### Drive-strength map

Bar = 20 µm.
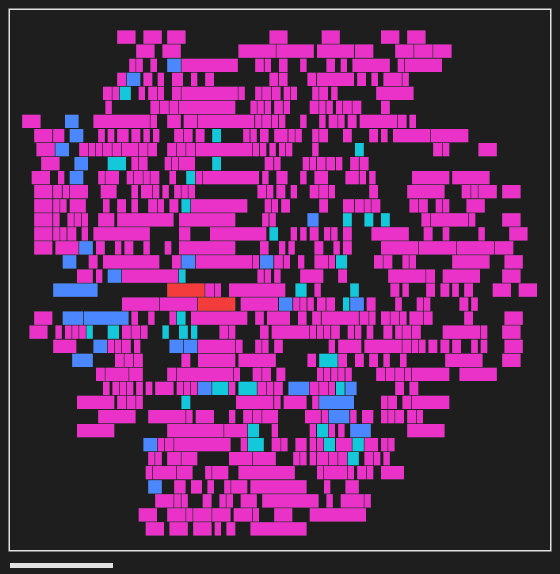
### The metal 1 layer

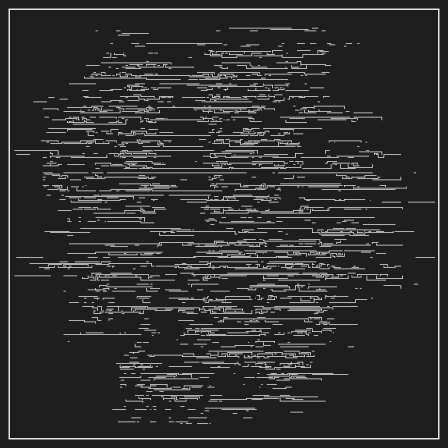
### Clock wiring as the flow saved it

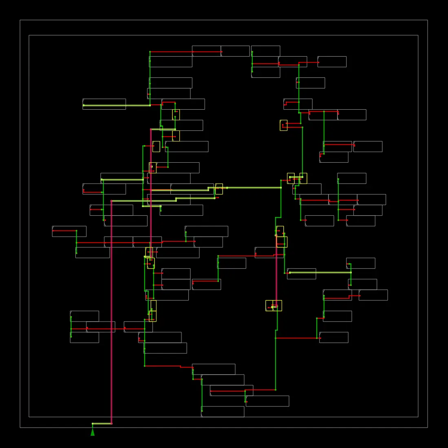
Design signed_divider, sky130hd; sources not shown.
==> run summary <==
yosys + openroad results -> Hold Vio Cnt, Final 0, number of global-route vias before repair between 3000 and 4000, Mapped Cells 551, WS Path Type flop to primary output, EDFF count, synth 26, Post-Syn Area about 4000 µm², fp util around two fifths, asr flop ratio synth 0%, Sequential Power Share a little over two fifths, TritonCTS clock tree done, DRT iter0 DRCs ~180, Worst-path clk slew 0.18 ns, Worst-Margin Slew between 0.5 and 0.6 ns, nets about 660, final slew viol count 0, number of post-CTS setup repair buffers 0, core area about 9800 µm², Final Critical Period 1.95 ns, Cell Rows 36, Final non-clock buffer share 14.3%, die height 105 µm, Worst Hold Class flop to flop, Comb gates about 400, fin cells 760, Chip Width between 100 and 150 µm, Worst R2R Path Depth 9, Synth warnings 0, Lkg Pwr 0.00213 µW, Registers, synthesis 68, DR WL/cell ~13 µm, Layout clock area frac 1.67%, Die Area ~11000 µm², pin count of the biggest net entering global routing 29, Buf+Inv Stages, Crit Path 1, Port-buffer cells about 54, Rel. slew slack ~66%, sequential cell area share between 30% and 40%, Post-DP Area just under 5000 µm², drt pass-1 iters 5, Clock Path Buffers 2, Setup Total Neg Slack 0 ns, Simple-Gate Fraction of Synth Area between 30% and 40%, number of max-cap violations 0, Tap Count 133, MUX share of area 0%, Cell Type Count approximately 42, crit-path max cell delay 0.55 ns, fillers 982, main flop type dfxtp_1, maximum VDD drop just over 0.0003 V, worst-path cell chain clkdlybuf4s50_1, Logic inverters approximately 68, clock power share 15.0%, initial antenna violation count 1, Post-Synth XOR/XNOR Area 2.82%, worst endpoint required time between 1.5 and 2 ns, total grt overflow 0, Comb gate area 2100 µm², slowest CP cell clkdlybuf4s50_1, status finished, final reports clean, clk root buf clkbuf_2, fin crit share between 90% and 100%, Yosys Chip Area between 4000 and 5000 µm², post-synth net total about 590, Hold WS 0.477 ns, area share of fa/ha/maj cells after synthesis roughly 4.5%, critical path capture point type primary output, Pint between 2000 and 2500 µW, ANT cells 1, hold path cells 2, combinational power share between 40% and 50%, gpl congestion approximately 0.86, Top class by area combinational gates, Mapped Avg Cell Area between 7 and 8 µm², WP data arrival ~1.4 ns, post-DP HPWL ~7500 µm, GRT Total Usage between 10% and 20%, combinational fraction of the cell area 42.4%, Crit path depth 1, vias per cell ~5, Placed Instances around 740, Pwr per Cell Area about 830 nW/µm², antenna viol nets, final 0, Gates resized, CTS repair 2, Hold Buf Count CTS 0, first-pass GRT wire length between 15000 and 20000 µm, switching share of power between 40% and 50%, Register Area 1630 µm², Ports ~55, fraction of layout instances using a drive strength above 1 between 10% and 20%, yosys aoi share 12.5%, Max Clk Rate 514 MHz, final setup violation count 0, drt drc 0, Util after Layout about half, Synth Seq Share about two fifths, crit-path max FO 2, CTS Buf Count 9, Startpoint Class flop, net switching power roughly 1700 µW, count of tool warnings 26, Max H-tree Level 3, r2r setup slk 0.22 ns, FF+latch count just under 70, delay-heaviest family, CP buffers and inverters, Yosys Instances between 500 and 600, Top non-seq family simple AND/OR/NAND/NOR gates, unrepaired setup endpoints after global routing no
-- 'Drive-strength map' (at the start) --
[red] _6 and larger | cells: 2 | share: 0.32%
[blue] _3 and _4 cells | cells: 30 | share: 4.8%
[magenta] _0 and _1 cells | cells: 561 | share: 90%
[cyan] _2 cells | cells: 33 | share: 5.3%
Final Instance Area: 4940 µm²
worst setup margin: 0.153 ns
Non-CTS buffers: 74
Synth-to-Final Area Change: 22.2%

-- 'The metal 1 layer' (at the start) --
share of all routed wire: 49%
nets with wire on the layer: 615
main direction: horizontal
longest straight run: 34.0 µm
wire length on this layer: 4640 µm
routed vias: 3840
M1 GR Usage: 24.4%
DRT Wirelength: 9510 µm

-- 'Clock wiring as the flow saved it' (at the start) --
clk_skew: 0.0241 ns
Clk. pwr: 612 µW
clk_lat worst skew: 0.48 ns
clock tree buffer count of the final layout: 11
CTS sink cnt: 68

[layer usage]
layer | up-vias | GRT usage (%) | part of all wire (%)
li1 | 1971 | - | -
met1 | 1754 | 24.4 | 49
met2 | 107 | 28.4 | 45
met3 | 8 | 2.62 | 5.2
met4 | 0 | 6.47 | 1.1
met5 | - | - | 0
[placed cells by master (no fill, tap or decap), drive strengths merged, types with 13 or more instances in the layout]
| master | synthesis | routed |
|---|---|---|
| nand3 | 76 | 76 |
| a21oi | 38 | 38 |
| nor2 | 46 | 46 |
| clkdlybuf4s50 | 0 | 53 |
| buf | 8 | 20 |
| o21ai | 42 | 42 |
| nand2 | 139 | 139 |
| inv | 67 | 68 |
| dfxtp | 42 | 42 |
| ha | 13 | 13 |
| edfxtp | 26 | 26 |
[power by group through the flow]
stage               logic [µW]  clock network (µW)  registers [µW]
finish                    1720                 612            1750
global route              1940                 684            1770
CTS                       1700                 631            1750
floorplan                 1280                   0            1720
detailed placement        1700                   0            1780
global placement          1650                   0            1770
[synth_stat cells, types with 4 or more instances]
cell	instances	area [µm²]
nand4_1	7	43.8
nor2_1	40	150
dfxtp_1	42	841
inv_2	5	18.8
nand3_1	74	370
nand2_2	6	37.5
nand3b_1	4	30.0
a21oi_1	38	190
nand2_1	131	492
ha_1	13	163
xor2_1	11	96.3
clkbuf_1	7	26.3
o21ai_1	10	50.1
o21ai_0	30	150
edfxtp_1	26	781
buf_2	5	25.0
inv_1	61	229
[tightest hold or removal path, stage by stage (launching register included)]
cell     delay (ns)
dfxtp_1        0.35
nand2_1        0.06
a21oi_1        0.05
[stage by stage]
step           total power, µW  setup slack, ns
2_1_floorplan             3000            0.408
3_3_place_gp              3420          -0.0534
3_5_place_dp              3470          -0.0863
4_1_cts                   4080           0.0320
5_1_grt                   4390           0.0640
6_report                  4080            0.153
Power and IR drop assume default switching activity.
